### config.mk
export PLATFORM = sky130hd
export DESIGN_NAME = car_light_sequencer
export DESIGN_NICKNAME = d
export VERILOG_FILES = /design/src/rtl/car_light_pkg.sv /design/src/rtl/indicator_sweep.sv /design/src/rtl/car_light_sequencer.sv
export SDC_FILE = /design/constraint.sdc
export NUM_CORES = 1
export LEC_CHECK = 0
export CELL_PAD_IN_SITES_DETAIL_PLACEMENT = 0
export CELL_PAD_IN_SITES_GLOBAL_PLACEMENT = 1
export CORE_AREA = 2 2 58 49
export DETAILED_ROUTE_END_ITERATION = 12
export DIE_AREA = 0 0 60 51
export PLACE_DENSITY_LB_ADDON = 0.1
export SYNTH_ARGS = -nofsm -noshare
export SYNTH_HDL_FRONTEND = slang
export SYNTH_HIERARCHICAL = 1
export SYNTH_SLANG_ARGS = --single-unit
### constraint.sdc
create_clock -name clk -period 2 [get_ports clk]
set_input_delay 0.2 -clock clk [delete_from_list [all_inputs] [get_ports clk]]
set_output_delay 0.2 -clock clk [all_outputs]
set_load 0.05 [all_outputs]
### src/rtl/car_light_pkg.sv
// Shared encodings for the car light sequencer: switch modes and interior FSM states.
package car_light_pkg;

  // Interior main switch; 2'b11 behaves like OFF
  typedef enum logic [1:0] {
    INT_ON   = 2'b00,
    INT_DOOR = 2'b01,
    INT_OFF  = 2'b10
  } int_mode_e;

  // Exterior indicator control
  typedef enum logic [1:0] {
    EXT_OFF    = 2'b00,
    EXT_RIGHT  = 2'b01,
    EXT_LEFT   = 2'b10,
    EXT_HAZARD = 2'b11
  } ext_mode_e;

  // Interior light FSM states
  typedef enum logic [1:0] {
    ST_DARK = 2'b00,
    ST_LIT  = 2'b01,
    ST_HOLD = 2'b10
  } int_state_e;

endpackage

### src/rtl/indicator_sweep.sv
// Shared sweep generator: timer/step counters and a thermometer-coded segment pattern.
// The pattern reflects the current cycle's step (step 0 on a restart cycle) and is
// registered by the parent, giving one cycle of latency to the outputs.
module indicator_sweep #(
  parameter int unsigned SEG_COUNT  = 3,
  parameter int unsigned BLINK_HALF = 4
) (
  input  logic                 clk,
  input  logic                 rst,
  input  logic                 restart,
  input  logic                 run,
  output logic [SEG_COUNT-1:0] pattern
);

  localparam int unsigned TIMER_W = (BLINK_HALF > 1) ? $clog2(BLINK_HALF) : 1;
  localparam int unsigned STEP_W  = $clog2(SEG_COUNT + 1);
  localparam logic [TIMER_W-1:0] TIMER_LAST = TIMER_W'(BLINK_HALF - 1);
  localparam logic [STEP_W-1:0]  STEP_LAST  = STEP_W'(SEG_COUNT);

  logic [TIMER_W-1:0] r_timer;
  logic [STEP_W-1:0]  r_step;
  logic [TIMER_W-1:0] w_timer_cur;
  logic [STEP_W-1:0]  w_step_cur;

  // Position used for this cycle plus its thermometer pattern
  always_comb begin
    w_timer_cur = (restart || !run) ? '0 : r_timer;
    w_step_cur  = (restart || !run) ? '0 : r_step;
    pattern     = '0;
    for (int i = 0; i < int'(SEG_COUNT); i++) begin
      pattern[i] = (STEP_W'(i) < w_step_cur);
    end
  end

  // Advance timer and step; hold both at zero while idle
  always_ff @(posedge clk) begin
    if (rst || !run) begin
      r_timer <= '0;
      r_step  <= '0;
    end else if (w_timer_cur == TIMER_LAST) begin
      r_timer <= '0;
      r_step  <= (w_step_cur == STEP_LAST) ? '0 : w_step_cur + STEP_W'(1);
    end else begin
      r_timer <= w_timer_cur + TIMER_W'(1);
      r_step  <= w_step_cur;
    end
  end

endmodule

### src/rtl/car_light_sequencer.sv
// Car light sequencer: interior courtesy light FSM with door hold timer, and
// left/right/hazard indicator sweeps sharing one sweep generator.
module car_light_sequencer
  import car_light_pkg::*;
#(
  parameter int unsigned DOOR_COUNT  = 4,
  parameter int unsigned SEG_COUNT   = 3,
  parameter int unsigned BLINK_HALF  = 4,
  parameter int unsigned HOLD_CYCLES = 8
) (
  input  logic                  clk,
  input  logic                  rst,
  input  logic                  key,
  input  logic [DOOR_COUNT-1:0] door,
  input  logic [1:0]            int_mode,
  input  logic [1:0]            ext_mode,
  output logic                  light_int,
  output logic [SEG_COUNT-1:0]  left_seg,
  output logic [SEG_COUNT-1:0]  right_seg
);

  localparam int unsigned HOLD_W = (HOLD_CYCLES > 1) ? $clog2(HOLD_CYCLES) : 1;
  localparam logic [HOLD_W-1:0] HOLD_LOAD = HOLD_W'(HOLD_CYCLES - 1);

  int_state_e         r_state;
  logic [HOLD_W-1:0]  r_hold_cnt;
  logic [1:0]         r_prev_ext;
  logic               r_prev_key;

  logic               w_occupied;
  logic               w_left_act;
  logic               w_right_act;
  logic               w_side_keyed;
  logic               w_restart;
  logic [SEG_COUNT-1:0] w_pattern;

  assign w_occupied   = (|door) | key;
  assign w_side_keyed = (ext_mode == EXT_LEFT) || (ext_mode == EXT_RIGHT);
  assign w_left_act   = ((ext_mode == EXT_LEFT) && key) || (ext_mode == EXT_HAZARD);
  assign w_right_act  = ((ext_mode == EXT_RIGHT) && key) || (ext_mode == EXT_HAZARD);
  assign w_restart    = (ext_mode != r_prev_ext) || (key && !r_prev_key && w_side_keyed);

  // Interior light FSM with hold counter; ON/OFF force DARK
  always_ff @(posedge clk) begin
    if (rst) begin
      r_state    <= ST_DARK;
      r_hold_cnt <= '0;
      light_int  <= 1'b0;
    end else begin
      case (int_mode)
        INT_ON: begin
          r_state    <= ST_DARK;
          r_hold_cnt <= '0;
          light_int  <= 1'b1;
        end
        INT_DOOR: begin
          case (r_state)
            ST_DARK: begin
              if (w_occupied) begin
                r_state   <= ST_LIT;
                light_int <= 1'b1;
              end else begin
                light_int <= 1'b0;
              end
            end
            ST_LIT: begin
              if (!w_occupied) begin
                r_state    <= ST_HOLD;
                r_hold_cnt <= HOLD_LOAD;
              end
              light_int <= 1'b1;
            end
            ST_HOLD: begin
              if (w_occupied) begin
                r_state   <= ST_LIT;
                light_int <= 1'b1;
              end else if (r_hold_cnt == '0) begin
                r_state   <= ST_DARK;
                light_int <= 1'b0;
              end else begin
                r_hold_cnt <= r_hold_cnt - HOLD_W'(1);
                light_int  <= 1'b1;
              end
            end
            default: begin
              r_state   <= ST_DARK;
              light_int <= 1'b0;
            end
          endcase
        end
        default: begin
          r_state    <= ST_DARK;
          r_hold_cnt <= '0;
          light_int  <= 1'b0;
        end
      endcase
    end
  end

  indicator_sweep #(
    .SEG_COUNT  (SEG_COUNT),
    .BLINK_HALF (BLINK_HALF)
  ) u_sweep (
    .clk     (clk),
    .rst     (rst),
    .restart (w_restart),
    .run     (w_left_act | w_right_act),
    .pattern (w_pattern)
  );

  // Per-side gating of the shared pattern and restart-detection history
  always_ff @(posedge clk) begin
    if (rst) begin
      left_seg   <= '0;
      right_seg  <= '0;
      r_prev_ext <= 2'b00;
      r_prev_key <= 1'b0;
    end else begin
      left_seg   <= w_left_act  ? w_pattern : '0;
      right_seg  <= w_right_act ? w_pattern : '0;
      r_prev_ext <= ext_mode;
      r_prev_key <= key;
    end
  end

endmodule
==> job_summary.md, run 1 <==
### Metrics collected by this job

| Metric | Value |
|---|---|
| Hold-fix buffers at CTS | 0 |
| Most used DFF post-synth | dfxtp_1 |
| P_int | 512.0 µW |
| Yosys Chip Area | 882.1 µm² |
| Synthesis Warnings | 6 |
| FF-to-FF End | u_sweep/r_step[1]$_SDFF_PP0_ |
| Clock root cell | clkbuf_4 |
| Hold Startpoint | int_mode[1] |
| Worst slew pin tran | just under 500 ps |
| Buffer share of cell area | a little over a fifth |
| Remaining DRCs | 0 |
| Rel. slew slack | 67.23% |
| Avg Cell Area, Syn | approximately 9.5 µm² |
| Worst-path clk slew | 110 ps |
| Area leader share | 43.12% |
| Layout Nets | 147 |
| Cell taking the most area after synthesis | dfxtp_1 |
| Chip area | just over 0.003 mm² |
| Logic power comb | about 91 µW |
| Nature of the critical path startpoint | input port |
| Tap cells | 38 |
| Fillers | roughly 260 |
| WP data required | 2200 ps |
| Die height | about 51 µm |
| Setup Fix Bufs, Post-CTS | 0 |
| Synth top cell by count | dfxtp_1 |
| Pwr dens | approximately 550 mW/mm² |
| Flop share of the area | 31.05% |
| Commonest cells post-synth | dfxtp_1 (19), nor2_1 (16), ha_1 (8), inv_1 (8) |
| Finished Cell Area | 0.001225 mm² |
| Seq. pwr | between 300 and 400 µW |
| CP max stage cell | clkdlybuf4s50_1 |
| Maximum clock rate | 533.4 MHz |
| Min Tclk post-route | 1875 ps |
| Clock buf/inv share | 2.247% |
| FF-to-FF path depth | 8 |
| Flop area | between 300 and 400 µm² |
| Clock Path Buffers | 2 |
| Synthesized instance count | about 93 |
| Worst setup margin | 125.2 ps |
| Peak supply drop | approximately 0.00042 V |
| Non-clk invs | 8 |
| Critical path, cell by cell | clkdlybuf4s50_1, inv_1, ha_1, nor2_1, nand2_1, nand3_1, nor2b_2, and2_1, ha_1, nor2_1, a22oi_1, nor2_1 |
| Sw power | 160.1 µW |
| Hold Path Stages | 2 |
| Yosys reg bits | 19 |
| HP Class | in2reg |
| Top cell category | combinational gates |
| XOR/XNOR share of the synthesized area | about 3% |
| Comb/total area | 38.51% |
| Hold worst-path end | light_int$_SDFF_PP0_ |
| Placed cell area | roughly 0.0012 mm² |
| Pwr top | registers |
| Met3 wire len | between 80 and 90 µm |
| Final std cells w/o fill | ~170 |
| Flip-flops | 19 |
| Largest net degree at the start of global routing | 12 |
| Aggregate global routing overflow | 0 |
| Top cells excl fill/tap | dfxtp_1 (19), clkdlybuf4s50_1 (17), nor2_1 (16) |
| Switching Share | between 20% and 30% |
| Synth Area in Adders | 11.35% |
| CP delay by family, top | simple AND/OR/NAND/NOR gates |
| Met1 WL | between 700 and 800 µm |
| Post-synth cell types | 28 |
| Seq share, synth | 43.12% |
| MUX area fraction | 0% |
| Most instantiated logic cell after routing | dfxtp_1 |
| Crit path arrival time | around 2100 ps |
| GRT Total Usage | between 10% and 20% |
| Crit end category | register |
| Comb power frac | between 10% and 20% |
| Simple-Gate Area Share | 28.65% |
| Clock Power Share | roughly 29% |
| Aoi share | about a tenth |
| Bufs w/o clock | 30 |
| Combinational Gates | around 66 |
| GR Util met2 | between 10% and 20% |
| DR WL/cell | 9.224 µm |
| Final setup viols | 0 |
| Met3 GRT Util | 4.557% |
| Origin of the critical flop-to-flop path | r_prev_ext[0]$_SDFF_PP0_ |
| Status | finished clean |
| Crit path kind | in2reg |
| Port buffer count | 17 |
| CP max FO | 5 |
| DR iter-0 viols | 3 |
| Die extent in x | about 60 µm |
| Hold Fails Final Rpt | 0 |
| Worst setup startpoint | ext_mode[0] |
| GP Congestion | approximately 0.73 |
| Most frequent CP cell | nor2_1 |
| Setup crit end | u_sweep/r_step[1]$_SDFF_PP0_ |
| Max Slew Vio Count | 0 |
| Total I/O pin count | 18 |
| Flop-to-flop setup slack | slightly below 500 ps |
| Synthesized area | 882.1 µm² |
| Post-synth EDFFs | 0 |
| TNS Setup | 0 ps |
| Final Total Pwr | approximately 670 µW |
| Post-CTS Resized | 0 |
| CTS tree | done |
| Antenna diodes | 0 |
| Total tool warning count | 30 |
| Cell area leaders | dfxtp_1 (43%), ha_1 (11%), nor2_1 (6.8%) |
| Number of buffers and inverters on the critical path | 2 |
| Post-Route Skew | around 2.4 ps |
| Dpl cells | ~160 |
| Gr busiest metal | met2 |
| Post-Place Worst Slack | -206.1 ps |
| Final-layout clock buffer total | 3 |
| Post-synthesis async set-or-reset flop share | 0% |
| Std-Cell Rows | 17 |
| Met2 routed WL | 654 µm |
### Metal 1, run 1

Drawn at 4 px/µm. Supply wires on this layer in grey.
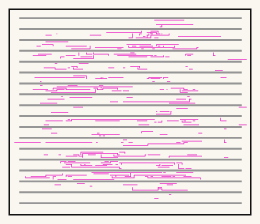
The layer holds 50% of the routed length. The longest straight run is 20.7 µm. The wires run mostly horizontal.
met1 Resource Use GR: 13.44%
final WL: 1522 µm
Vias: 684

### Clock nets, run 1

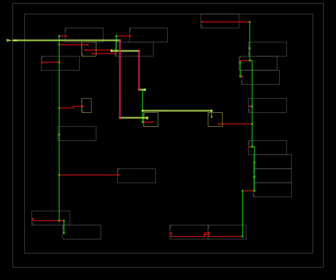
Late-Pin Clk Latency: 300 ps
Sink Count: 19
CTS Buf Count: 3
P_clk: 194 µW

### Local utilization, run 1

Drawn at 6 px/µm. The die is cut into 12 by 10 equal tiles; white is low, dark blue is high, 0 to 100% covered.
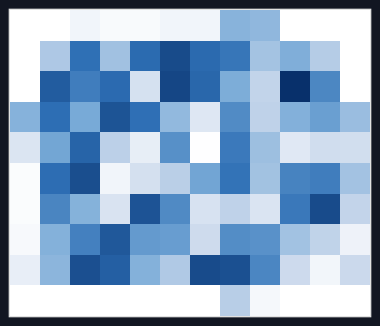
16% of the tiles are over 75% full. The fullest tile reaches 100%. The mean over all tiles is 39%. The emptiest ninth of the die: lower right. The densest ninth of the die: top centre. 17% of the tiles are nearly empty.
Core ar.: 0.002574 mm²
FP Util: 34.27%
Core Util, Final: 47.59%

### M3 wires, run 1

Drawn at 8 px/µm.
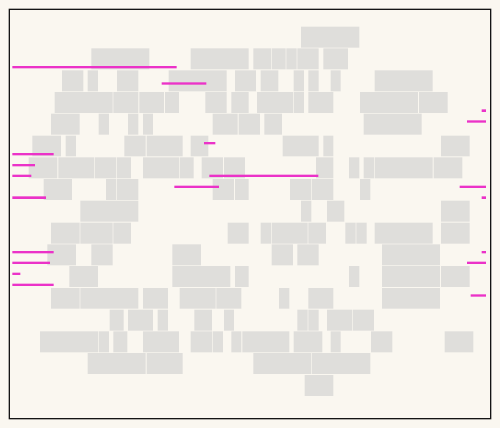
17 nets have wire on it. The layer holds 5.4% of the routed length. The longest straight run is 20.2 µm. The layer carries 82.8 µm of wire. The wires run mostly horizontal.

--- run 2 (diff from run 1) ---
Settings changed: CTS_CLUSTER_DIAMETER set to 80.
### Clock nets, run 2

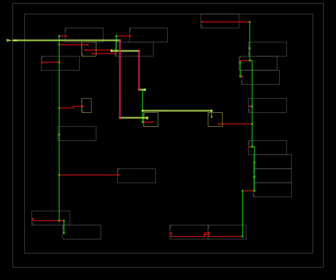
Post-Route Skew: 2.370 ps
flip-flops: 19
final-layout clock buffer total: 3

==> job_summary.md, run 2 <==
### Metrics collected by this job

| Metric | Value |
|---|---|
| Total tool warning count | 30 |
| Met3 wire len | between 80 and 90 µm |
| Cell taking the most area after synthesis | dfxtp_1 |
| FF-to-FF path depth | 8 |
| Worst slew pin tran | between 400 and 500 ps |
| Tap cells | 38 |
| Core Util, Final | a little under half |
| Aoi share | 10.50% |
| Synth top cell by count | dfxtp_1 |
| Synthesized instance count | 93 |
| Fillers | between 200 and 300 |
| P_clk | around 190 µW |
| Clock buf/inv share | ~2.2% |
| Core ar. | between 0.002 and 0.003 mm² |
| Met3 GRT Util | 4.557% |
| Max Slew Vio Count | 0 |
| Top cells excl fill/tap | dfxtp_1 (19), clkdlybuf4s50_1 (17), nor2_1 (16) |
| Clock Path Buffers | 2 |
| P_int | between 500 and 600 µW |
| Most used DFF post-synth | dfxtp_1 |
| TNS Setup | 0 ps |
| Met1 Resource Use GR | a little over an eighth |
| Std-Cell Rows | 17 |
| Min Tclk post-route | between 1500 and 2000 ps |
| Crit end category | register |
| Finished Cell Area | roughly 0.0012 mm² |
| Late-Pin Clk Latency | about 300 ps |
| CP delay by family, top | simple AND/OR/NAND/NOR gates |
| GR Util met2 | around 18% |
| Hold Startpoint | int_mode[1] |
| Seq. pwr | around 390 µW |
| Top cell category | combinational gates |
| Worst-path clk slew | ~110 ps |
| Hold Fails Final Rpt | 0 |
| Gr busiest metal | met2 |
| Worst setup margin | roughly 130 ps |
| Simple-Gate Area Share | 28.65% |
| Pwr top | registers |
| Synthesized area | 882.1 µm² |
| Placed cell area | around 0.0012 mm² |
| Die extent in x | roughly 60 µm |
| Yosys Chip Area | between 800 and 900 µm² |
| Non-clk invs | 8 |
| Most frequent CP cell | nor2_1 |
| Antenna diodes | 0 |
| Avg Cell Area, Syn | 9.485 µm² |
| FP Util | roughly a third |
| Largest net degree at the start of global routing | 12 |
| Layout Nets | between 100 and 150 |
| Switching Share | between 20% and 30% |
| MUX area fraction | 0% |
| Nature of the critical path startpoint | input port |
| CTS Buf Count | 3 |
| Area leader share | a little over two fifths |
| CTS tree | done |
| Cell area leaders | dfxtp_1 (43%), ha_1 (11%), nor2_1 (6.8%) |
| Peak supply drop | roughly 0.00042 V |
| Post-synthesis async set-or-reset flop share | 0% |
| Met2 routed WL | around 650 µm |
| Post-CTS Resized | 0 |
| Worst setup startpoint | ext_mode[0] |
| Logic power comb | between 90 and 100 µW |
| Final setup viols | 0 |
| Crit path kind | in2reg |
| FF-to-FF End | u_sweep/r_step[1]$_SDFF_PP0_ |
| HP Class | in2reg |
| DR WL/cell | ~9.2 µm |
| Setup crit end | u_sweep/r_step[1]$_SDFF_PP0_ |
| Met1 WL | 763 µm |
| Hold worst-path end | light_int$_SDFF_PP0_ |
| Final Total Pwr | 672.1 µW |
| Crit path arrival time | 2080 ps |
| XOR/XNOR share of the synthesized area | a little under 3% |
| Vias | 684 |
| GP Congestion | 0.7317 |
| DR iter-0 viols | 3 |
| Rel. slew slack | between 60% and 70% |
| Die height | between 50 and 60 µm |
| Aggregate global routing overflow | 0 |
| Chip area | approximately 0.0031 mm² |
| Post-synth EDFFs | 0 |
| Status | finished clean |
| Hold Path Stages | 2 |
| Clock Power Share | between 20% and 30% |
| Sw power | between 150 and 200 µW |
| Flop-to-flop setup slack | 490 ps |
| Post-Place Worst Slack | -206.1 ps |
| GRT Total Usage | 11.23% |
| Final WL | approximately 1500 µm |
| WP data required | around 2200 ps |
| Final std cells w/o fill | between 150 and 200 |
| Total I/O pin count | 18 |
| Remaining DRCs | 0 |
| Clock root cell | clkbuf_4 |
| Bufs w/o clock | 30 |
| Dpl cells | 161 |
| CP max FO | 5 |
| Comb/total area | between 30% and 40% |
| Combinational Gates | between 60 and 70 |
| Commonest cells post-synth | dfxtp_1 (19), nor2_1 (16), ha_1 (8), inv_1 (8) |
| Number of buffers and inverters on the critical path | 2 |
| CP max stage cell | clkdlybuf4s50_1 |
| Post-synth cell types | 28 |
| Flop share of the area | a little under a third |
| Most instantiated logic cell after routing | dfxtp_1 |
| Flop area | 380.4 µm² |
### Clock distribution, run 2

Drawn at 6 px/µm.
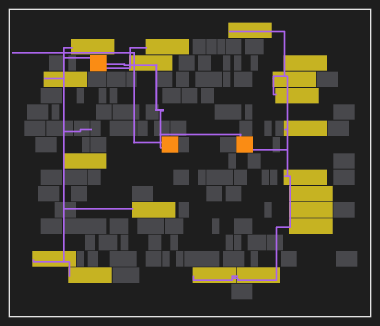
Key: orange = clock drivers [count 3]; yellow = flip-flops [count 19]; purple = clock wires [length 248 µm]
Position of the flops: spread over the die. There are 4 routed clock nets.

Power figures rest on the tool's default switching activity, not on a simulated workload.
